===== config.mk =====
export PLATFORM = sky130hd
export DESIGN_NAME = motor_drive
export DESIGN_NICKNAME = d
export VERILOG_FILES = /design/src/rtl/mtr_drv_pkg.sv /design/src/rtl/motor_drive_pwm_chan.sv /design/src/rtl/motor_drive.sv
export SDC_FILE = /design/constraint.sdc
export NUM_CORES = 1
export LEC_CHECK = 0
export CORE_ASPECT_RATIO = 1.1
export CORE_MARGIN = 3
export CORE_UTILIZATION = 55
export CTS_CLUSTER_SIZE = 20
export DETAILED_ROUTE_END_ITERATION = 16
export PLACE_DENSITY = 0.87
export SLEW_MARGIN = 20
export SYNTH_ARGS = -nofsm -noshare
export SYNTH_HDL_FRONTEND = slang
export SYNTH_SLANG_ARGS = --single-unit

===== constraint.sdc =====
create_clock -name clk -period 7.2 [get_ports clk]
set_clock_uncertainty 0.15 [all_clocks]
set_input_delay 1.44 -clock clk [delete_from_list [all_inputs] [get_ports clk]]
set_output_delay 1.44 -clock clk [all_outputs]
set_load 0.02 [all_outputs]

===== src/rtl/mtr_drv_pkg.sv =====
// Shared types and helpers for the motor drive stage.
// Speed-to-duty mapping and PWM width constants.
package mtr_drv_pkg;

    localparam int PWM_W = 11;
    localparam logic [PWM_W-1:0] DUTY_MID = 11'd1024;

    typedef logic [PWM_W-1:0] duty_t;

    // Signed speed to offset-binary duty: flip the sign bit.
    function automatic duty_t spd2duty(input logic [PWM_W-1:0] spd);
        return {~spd[PWM_W-1], spd[PWM_W-2:0]};
    endfunction

endpackage


===== src/rtl/motor_drive_pwm_chan.sv =====
// One wheel channel: slew-limited duty register and
// dead-time complementary PWM generator.
module pwm_chan
    import mtr_drv_pkg::*;
#(
    parameter int DEADTIME  = 6,
    parameter int SLEW_STEP = 64
) (
    input  logic        clk,
    input  logic        rst_n,
    input  duty_t       cnt_i,
    input  logic [10:0] spd_i,
    output logic        pwm1_o,
    output logic        pwm2_o,
    output logic        match_o
);

    localparam logic signed [11:0] STEP = 12'(SLEW_STEP);
    localparam logic [11:0] DT = 12'(DEADTIME);

    duty_t              tgt;
    duty_t              duty_q;
    duty_t              duty_d;
    logic signed [11:0] diff;
    logic [11:0]        hi_edge;
    logic               pwm1_d;
    logic               pwm1_q;
    logic               pwm2_d;
    logic               pwm2_q;

    // Next duty: step toward target only at the period boundary.
    always_comb begin
        tgt    = spd2duty(spd_i);
        diff   = $signed({1'b0, tgt}) - $signed({1'b0, duty_q});
        duty_d = duty_q;
        if (cnt_i == '1) begin
            if (diff > STEP) begin
                duty_d = duty_q + STEP[10:0];
            end else if (diff < -STEP) begin
                duty_d = duty_q - STEP[10:0];
            end else begin
                duty_d = tgt;
            end
        end
    end

    // Dead-time windows; 12-bit upper edge avoids wrap near full duty.
    always_comb begin
        hi_edge = {1'b0, duty_q} + DT;
        pwm1_d  = ({1'b0, cnt_i} >= DT) && (cnt_i < duty_q);
        pwm2_d  = ({1'b0, cnt_i} >= hi_edge);
        match_o = (duty_q == tgt);
    end

    // Duty and registered pin state.
    always_ff @(posedge clk or negedge rst_n) begin
        if (!rst_n) begin
            duty_q <= DUTY_MID;
            pwm1_q <= 1'b0;
            pwm2_q <= 1'b0;
        end else begin
            duty_q <= duty_d;
            pwm1_q <= pwm1_d;
            pwm2_q <= pwm2_d;
        end
    end

    assign pwm1_o = pwm1_q;
    assign pwm2_o = pwm2_q;

endmodule


===== src/rtl/motor_drive.sv =====
// Motor drive top: shared period counter, two PWM
// channels and the registered settled flag.
module motor_drive
    import mtr_drv_pkg::*;
#(
    parameter int DEADTIME  = 6,
    parameter int SLEW_STEP = 64
) (
    input  logic        clk,
    input  logic        rst_n,
    input  logic [10:0] lft_spd,
    input  logic [10:0] rght_spd,
    output logic        lft_pwm1,
    output logic        lft_pwm2,
    output logic        rght_pwm1,
    output logic        rght_pwm2,
    output logic        settled
);

    duty_t cnt_q;
    duty_t cnt_d;
    logic  settled_q;
    logic  settled_d;
    logic  lft_match;
    logic  rght_match;

    // Free-running period counter and settle detect.
    always_comb begin
        cnt_d     = cnt_q + 1'b1;
        settled_d = lft_match && rght_match;
    end

    // Counter and settled registers.
    always_ff @(posedge clk or negedge rst_n) begin
        if (!rst_n) begin
            cnt_q     <= '0;
            settled_q <= 1'b0;
        end else begin
            cnt_q     <= cnt_d;
            settled_q <= settled_d;
        end
    end

    pwm_chan #(
        .DEADTIME  (DEADTIME),
        .SLEW_STEP (SLEW_STEP)
    ) u_lft (
        .clk     (clk),
        .rst_n   (rst_n),
        .cnt_i   (cnt_q),
        .spd_i   (lft_spd),
        .pwm1_o  (lft_pwm1),
        .pwm2_o  (lft_pwm2),
        .match_o (lft_match)
    );

    pwm_chan #(
        .DEADTIME  (DEADTIME),
        .SLEW_STEP (SLEW_STEP)
    ) u_rght (
        .clk     (clk),
        .rst_n   (rst_n),
        .cnt_i   (cnt_q),
        .spd_i   (rght_spd),
        .pwm1_o  (rght_pwm1),
        .pwm2_o  (rght_pwm2),
        .match_o (rght_match)
    );

    assign settled = settled_q;

endmodule

Fig. 1: run 1, local utilization
9 x 10 tiles, from white (low) to dark blue (high), 0 to 100% covered.
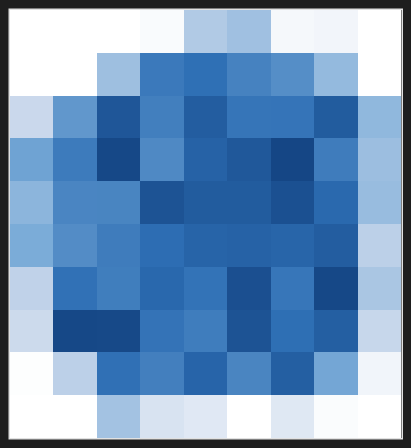
The fullest tile reaches 91%. 29% of the tiles are over 75% full. 13% of the tiles are nearly empty. The mean over all tiles is 52%. The emptiest ninth of the die: upper left. The densest ninth of the die: center.

Fig. 2: run 1, cell classes on the final placement
Scale bar: 20 µm. Fill, decap, tap and diode cells in gray.
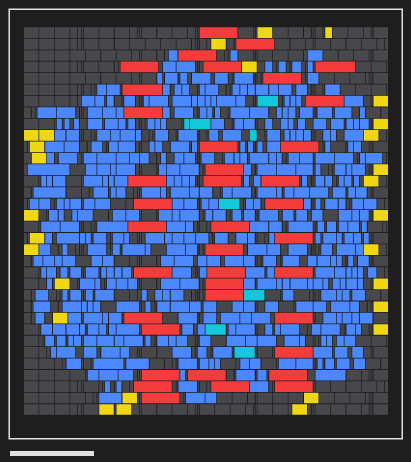
Red is sequential cells, cells 38, share of their area 19%. Yellow is remaining buffers and delay cells, cells 28, share of their area 5.6%. Cyan is clock drivers and dummy loads, cells 8, share of their area 1.9%. Blue is remaining logic cells, cells 475, share of their area 73%.
total core area: 8040 µm²
Core Util, Final: 0.628

Fig. 3: run 1, metal 1
Supply wires on this layer in gray.
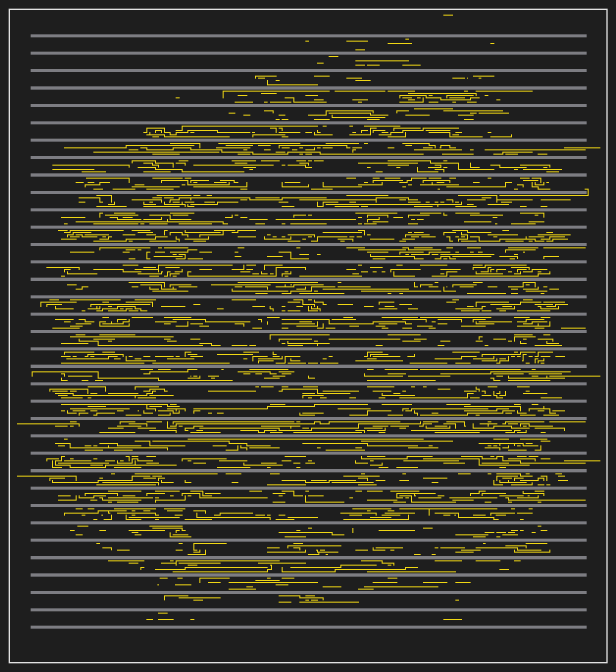
The wires run mostly horizontal. The longest straight run is 36.8 µm. The layer holds 42% of the routed length. The layer carries 4,600 µm of wire. 595 nets have wire on it.
via count: 4,117
WL final: 10,800 µm

Fig. 4: run 1, routing congestion
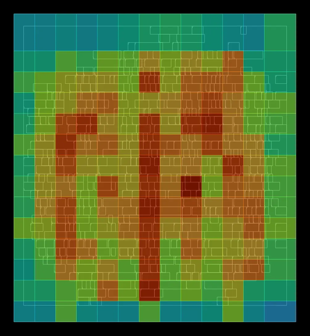
GR Util All Layers: 0.235
GR peak layer: met2
GR Util met2: 0.444
routing usage on met3: 0.0191
post-DR wirelength/cell: 16.5 µm

==> impl_metrics.ini, run 1 <==
; synthesis and place-and-route metrics
[power]
finalPower_mw = 0.502
pg_clk_mw = 0.158
vdd_drop_max_mv = 0.0533
intPower_mw = 0.347
leakagePower_nw = 2.29
p_switching_mw = 0.155
swShare = 0.309
power_density_nw_per_um2 = 99.5
clockPowerShare = 0.314
combinationalPowerShare = 0.255
largestPowerGroup = registers

[clock_network]
clock_sinks = 38
cts_tree = yes
clockRootBuffer = clkbuf_8
cts.path.max_buffers = 2
cts_buffers = 5
hold_buffers = 0
cts.htree.levels = 2
clk_pin_slew_worst_paths_ns = 0.07

[layout]
instances_no_fill = 657
diodes = 0
area_growth_pct = 9.59
num-clock-buffers = 7
clk_share = 0.0181
buffers = 28
seq_cells = 38
mostFrequentLayoutCells = ha_1 (72), inv_1 (41), nor2_1 (37)
area_dominant_class = logic gates
finalInstanceArea_um2 = 5050
inverters = 41
logic_area_um2 = 3440
flop_area_um2 = 953
nonClkBufAreaFrac = 0.0545
logic_gates = 434
sh_comb_area = 0.681

[final_timing]
post-route-period-util = 0.644
rsz0062_at_grt = false
finalWorstSetupSlack_ns = 2.56
hold_viol_final = 0
period_needed_ns = 4.64
drv_slew = 0
tightest_slew_ns = 0.871
setup_viol = 0
setup_tns_ns = 0

[global_route]
grt_pass1_wl_um = 18500
grt.overflow.total = 0
grt_max_degree = 39
antenna_found_initial = 0
grtUsageMet1 = 0.279
first_global_vias = 4119

[critical_path]
critPathKind = primary input to flip-flop
cp_cell_sequence = clkdlybuf4s50_1 -> inv_1 -> ha_1 -> fa_1 -> xnor2_1 -> a2111oi_1 -> o211ai_1 -> a32oi_1 -> nand3b_1 -> a21oi_4 -> mux2_1
crit_buf_inv = 2
cp_top_family = AND-OR/OR-AND gates
rr_endpoint = u_rght.duty_q[0]
slowest_stage = a2111oi_1
r2r_start = u_rght.duty_q[0]
crit_path_max_incr_delay_ns = 0.51
critPathMaxFanout = 6
crit_required_ns = 7.23
startpoint = rght_spd[0]
endpoint = u_rght.duty_q[0]

[synth]
synth_area_leader_cell = dfrtp_1
synth.distinct_cells = 76
synthSimpleGateAreaFrac = 0.177
logic_family = AND-OR/OR-AND gates
top_cells_by_count = ha_1 (72), inv_1 (41), nor2_1 (37)
ys.flops = 38
compound_area_frac = 0.230
ys_async_sr_fraction = 1.00
edf_count = 0
flop_cell = dfrtp_1
topCellsByArea = dfrtp_1 (20%), ha_1 (20%), xnor2_1 (5.5%)
adder_share = 0.204
syn_area_um2 = 4600
ys_sh_mux = 0.0535
top_area_frac = 0.196
syn_inst = 527
most_common_cell = ha_1
yosys.stat.seqShare = 0.207

[die]
initCoreUtil = 0.573
die_area_um2 = 9510
rows = 34
io_pins = 29
fp.dieH_um = 102

[worst_hold_path]
hp-start = u_rght.duty_q[2]
min_path_type = flip-flop to flip-flop
min_to = u_rght.duty_q[2]
whs_path_depth = 1

[outcome]
status = finished clean

[placed_design]
placedCellCount = 649
port_buffers = 28
placed_area_um2 = 4950

[drt]
wl_met2_um = 5680
ant_nets = 0
top_layer_used = met4
wl_met3_um = 295
first_pass_iters = 4

[run]
tool_warnings = 31
maxCapViolations = 0
## Run 2: what changed since run 1
--- a/config.mk
+++ b/config.mk
@@ -10,7 +10,7 @@
 export CORE_UTILIZATION = 55
 export CTS_CLUSTER_SIZE = 20
 export DETAILED_ROUTE_END_ITERATION = 16
-export PLACE_DENSITY = 0.87
+export PLACE_DENSITY = 0.9
 export SLEW_MARGIN = 20
 export SYNTH_ARGS = -nofsm -noshare
 export SYNTH_HDL_FRONTEND = slang
==> constraint.sdc (replaced) <==
create_clock -name clk -period 4.15 [get_ports clk]
set_clock_uncertainty 0.15 [all_clocks]
set_input_delay 0.83 -clock clk [delete_from_list [all_inputs] [get_ports clk]]
set_output_delay 0.83 -clock clk [all_outputs]
set_load 0.02 [all_outputs]
Fig. 5: run 2, metal 4
Scale bar: 20 µm. Supply wires on this layer in gray. Cells faint in the background.
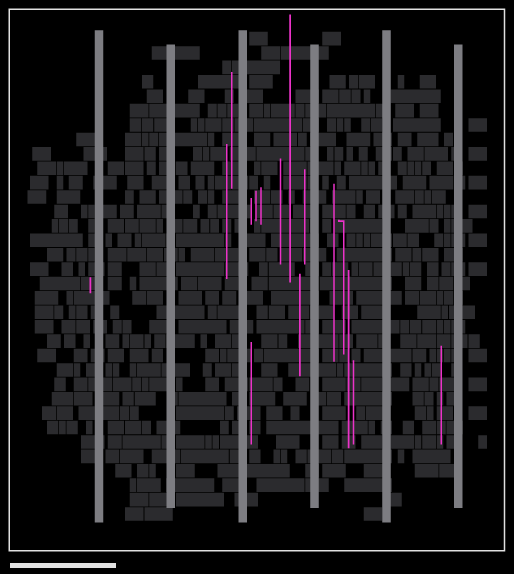
14 nets have wire on it. The longest straight run is 50.3 µm. The wires run mostly vertical. The layer holds 2.8% of the routed length. The layer carries 319 µm of wire.

Fig. 6: run 2, metal 1
Supply wires on this layer in gray.
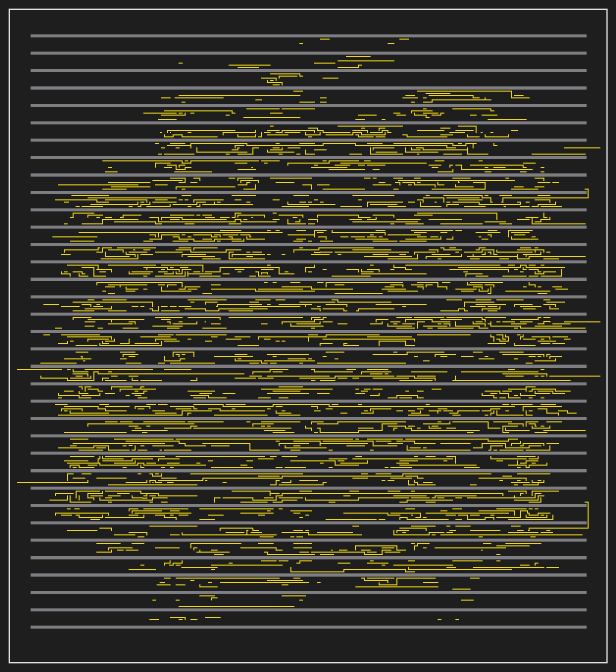
The layer holds 42% of the routed length. The longest straight run is 34.5 µm. The wires run mostly horizontal. 612 nets have wire on it. The layer carries 4,840 µm of wire.

==> run 2 against run 1 <==
Final cell count rose by 2.0%. Largest cell class unchanged. Non-clock buffer count increased by 13. Critical endpoint is now u_lft.duty_q[3]. Cell area increased by 1.9%. First-iteration DRC count is 33% lower. Register-to-register slack got worse by 3.0 ns. Critical path depth up 1. Utilization is 1.2 points higher. Highest routed layer unchanged. Via count increased by 1.1%.
==> impl_metrics.ini, run 2 <==
; synthesis and place-and-route metrics
[outcome]
status = finished clean

[worst_hold_path]
hp-start = u_rght.duty_q[4]
min_to = u_rght.duty_q[4]
whs_path_depth = 1
min_path_type = flip-flop to flip-flop

[drt]
vias = 4161
post_drt_wl_per_cell_um = 17.1
wl_met2_um = 5980
first_pass_iters = 5
wl_met3_um = 324
ant_nets = 0
wl_um = 11500
top_layer_used = met4

[critical_path]
rr_endpoint = u_lft.duty_q[3]
startpoint = lft_spd[0]
crit_required_ns = 4.18
critPathKind = primary input to flip-flop
cp_cell_sequence = clkdlybuf4s50_1 -> inv_1 -> ha_1 -> fa_1 -> and2b_1 -> o21ai_0 -> mux2i_1 -> o41ai_1 -> and3_2 -> nand3_2 -> o22ai_4 -> mux2_4
crit_path_max_incr_delay_ns = 0.48
endpoint = u_lft.duty_q[3]
crit_buf_inv = 2
cp_top_family = AND-OR/OR-AND gates
r2r_start = u_lft.duty_q[3]
critPathMaxFanout = 6

[global_route]
grtUsageMet1 = 0.288
use_met2 = 0.482
grt_pass1_wl_um = 19400
grt_max_degree = 39
grt.overflow.total = 0
met3_usage = 0.0177
track_usage = 0.250
busiest_layer = met2

[synth]
topCellsByArea = dfrtp_1 (20%), ha_1 (20%), xnor2_1 (5.5%)
logic_family = AND-OR/OR-AND gates
adder_share = 0.204
synthSimpleGateAreaFrac = 0.177
edf_count = 0
synth_area_leader_cell = dfrtp_1
top_area_frac = 0.196
syn_area_um2 = 4600
top_cells_by_count = ha_1 (72), inv_1 (41), nor2_1 (37)
syn_inst = 527
synth.distinct_cells = 76
ys_async_sr_fraction = 1.00
flop_cell = dfrtp_1
most_common_cell = ha_1
ys_sh_mux = 0.0535
compound_area_frac = 0.230

[final_timing]
post-route-period-util = 0.938
finalWorstSetupSlack_ns = 0.258
period_needed_ns = 3.89
hold_viol_final = 0
setup_viol = 0
setup_tns_ns = 0
drv_slew = 0
tightest_slew_ns = 0.881
rsz0062_at_grt = false

[power]
swShare = 0.308
finalPower_mw = 0.887
pg_clk_mw = 0.275
vdd_drop_max_mv = 0.102
largestPowerGroup = registers
intPower_mw = 0.614
clockPowerShare = 0.310
combinationalPowerShare = 0.267
leakagePower_nw = 2.35

[layout]
finalInstanceArea_um2 = 5140
sh_comb_area = 0.668
mostFrequentLayoutCells = ha_1 (72), inv_1 (41), nor2_1 (37)
post-route-util = 0.640
area_growth_pct = 11.7
buffers = 41
logic_area_um2 = 3440
diodes = 0
nonClkBufAreaFrac = 0.0725
instances_no_fill = 670
num-clock-buffers = 8
clk_share = 0.0175
flop_area_um2 = 953

[placed_design]
port_buffers = 28
placedCellCount = 662
placed_area_um2 = 5050

[die]
initCoreUtil = 0.573
rows = 34
fp.dieH_um = 102
io_pins = 29
die_area_um2 = 9510

[clock_network]
cts.path.max_buffers = 2
clockRootBuffer = clkbuf_8
cts.htree.levels = 2
cts_tree = yes
clk_pin_slew_worst_paths_ns = 0.08
cts_buffers = 5
hold_buffers = 0

[run]
maxCapViolations = 0
tool_warnings = 31
## Run 3: what changed since run 2
--- a/config.mk
+++ b/config.mk
@@ -10,7 +10,8 @@
 export CORE_UTILIZATION = 55
 export CTS_CLUSTER_SIZE = 20
 export DETAILED_ROUTE_END_ITERATION = 16
-export PLACE_DENSITY = 0.9
+export MAX_ROUTING_LAYER = met4
+export PLACE_DENSITY = 0.87
 export SLEW_MARGIN = 20
 export SYNTH_ARGS = -nofsm -noshare
 export SYNTH_HDL_FRONTEND = slang
==> constraint.sdc (replaced) <==
create_clock -name clk -period 4.9 [get_ports clk]
set_clock_uncertainty 0.15 [all_clocks]
set_input_delay 0.98 -clock clk [delete_from_list [all_inputs] [get_ports clk]]
set_output_delay 0.98 -clock clk [all_outputs]
set_load 0.02 [all_outputs]
Fig. 7: run 3, metal 4
Scale bar: 20 µm. Supply wires on this layer in gray. Cells faint in the background.
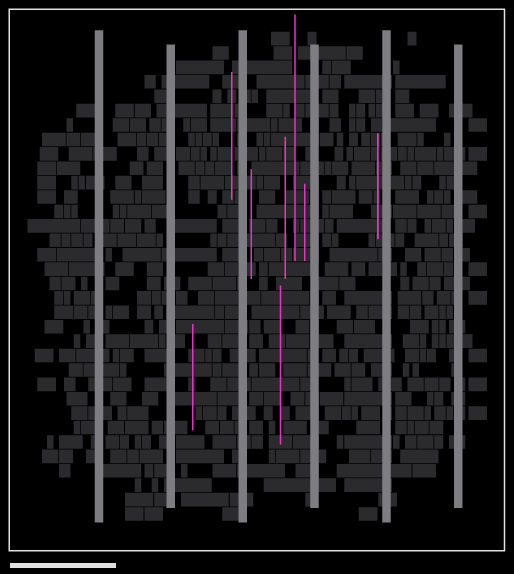
The longest straight run is 46.2 µm. The layer carries 200 µm of wire. The wires run mostly vertical.

Fig. 8: run 3, cell classes on the final placement
Scale bar: 20 µm. Fill, decap, tap and diode cells in gray.
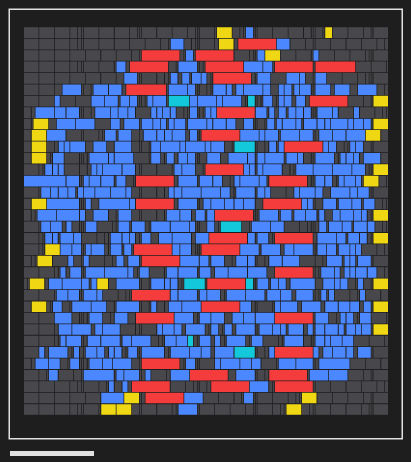
Red is sequential cells, cells 38, share of their area 19%. Yellow is remaining buffers and delay cells, cells 29, share of their area 5.8%. Blue is remaining logic cells, cells 475, share of their area 73%. Cyan is clock drivers and dummy loads, cells 8, share of their area 1.7%.

==> run 3 against run 2 <==
Sequential cell count unchanged. Critical path depth down 1. Via count down 1.6%. Clock power down 22%. Global-route usage down 0.38 points. Setup slack better by 0.41 ns. Synthesized area unchanged. Synthesized cell count unchanged. Combinational power down 19%. Worst hold slack worse by 0.0069 ns. Cell area down 1.9%. Largest cell class unchanged.
==> impl_metrics.ini, run 3 <==
; synthesis and place-and-route metrics
[die]
io_pins = 29
core_um2 = 8040
rows = 34
fp.dieH_um = 102
die_area_um2 = 9510

[clock_network]
cts.path.max_buffers = 2
cts_tree = yes
hold_buffers = 0
clock_sinks = 38
clock_latency_ns = 0.30
cts.htree.levels = 2
cts_buffers = 5

[layout]
logic_area_um2 = 3440
seq_cells = 38
diodes = 0
num-nets-final = 647
flop_area_um2 = 953
area_dominant_class = logic gates
mostFrequentLayoutCells = ha_1 (72), inv_1 (41), nor2_1 (37)
buffers = 29
num-clock-buffers = 6
clk_share = 0.0164
instances_no_fill = 658
post-route-util = 0.627
area_growth_pct = 9.57
nonClkBufAreaFrac = 0.0561
inverters = 41
sh_comb_area = 0.681
finalInstanceArea_um2 = 5040

[critical_path]
cp_top_family = AND-OR/OR-AND gates
rr_endpoint = u_lft.duty_q[5]
crit_buf_inv = 2
critPathMaxFanout = 6
crit_required_ns = 4.93
startpoint = rght_spd[0]
slowest_stage = a2111oi_1
crit_path_max_incr_delay_ns = 0.49
endpoint = u_rght.duty_q[0]
r2r_start = u_lft.duty_q[3]
cp_cell_sequence = clkdlybuf4s50_1 -> inv_1 -> ha_1 -> fa_1 -> xnor2_1 -> a2111oi_1 -> o211ai_1 -> a32oi_1 -> nand3b_1 -> a21oi_4 -> mux2_1

[synth]
yosysCellCount = 527
top_area_frac = 0.196
syn_area_um2 = 4600
compound_area_frac = 0.230
ys.flops = 38
syn_inst = 527
yosys.stat.seqShare = 0.207
flop_cell = dfrtp_1
synth.distinct_cells = 76
synthSimpleGateAreaFrac = 0.177
synth_area_leader_cell = dfrtp_1
ys_sh_mux = 0.0535
most_common_cell = ha_1
logic_family = AND-OR/OR-AND gates

[power]
clockPowerShare = 0.295
pg_clk_mw = 0.214
swShare = 0.315
seq_power_share = 0.440
vdd_drop_max_mv = 0.0910
leakagePower_nw = 2.29
combinationalPowerShare = 0.265
largestPowerGroup = registers
p_switching_mw = 0.228
finalPower_mw = 0.723
intPower_mw = 0.495

[run]
tool_warnings = 31
maxCapViolations = 0

[global_route]
grt.overflow.total = 0
first_global_vias = 4190
use_met2 = 0.468
track_usage = 0.246
grtUsageMet1 = 0.263
grt_max_degree = 39
met3_usage = 0.0272
busiest_layer = met2
antenna_found_initial = 0
grt_pass1_wl_um = 18500

[final_timing]
setup_viol = 0
period_needed_ns = 4.24
drv_slew = 0
setup_tns_ns = 0
rsz0062_at_grt = false
finalWorstSetupSlack_ns = 0.663
tightest_slew_ns = 0.870
post-route-period-util = 0.865

[worst_hold_path]
min_path_type = flip-flop to flip-flop
whs_path_depth = 1
hp-start = u_rght.duty_q[2]
min_to = u_rght.duty_q[2]

[drt]
vias = 4093
top_layer_used = met4
post_drt_wl_per_cell_um = 17.0
first_iter_violations = 203
ant_nets = 0
wl_um = 11200
wl_met2_um = 5920
first_pass_iters = 4

[placed_design]
port_buffers = 28
placed_area_um2 = 4960
placedCellCount = 650

[outcome]
status = finished clean
Power is estimated from default activity; no workload was simulated.
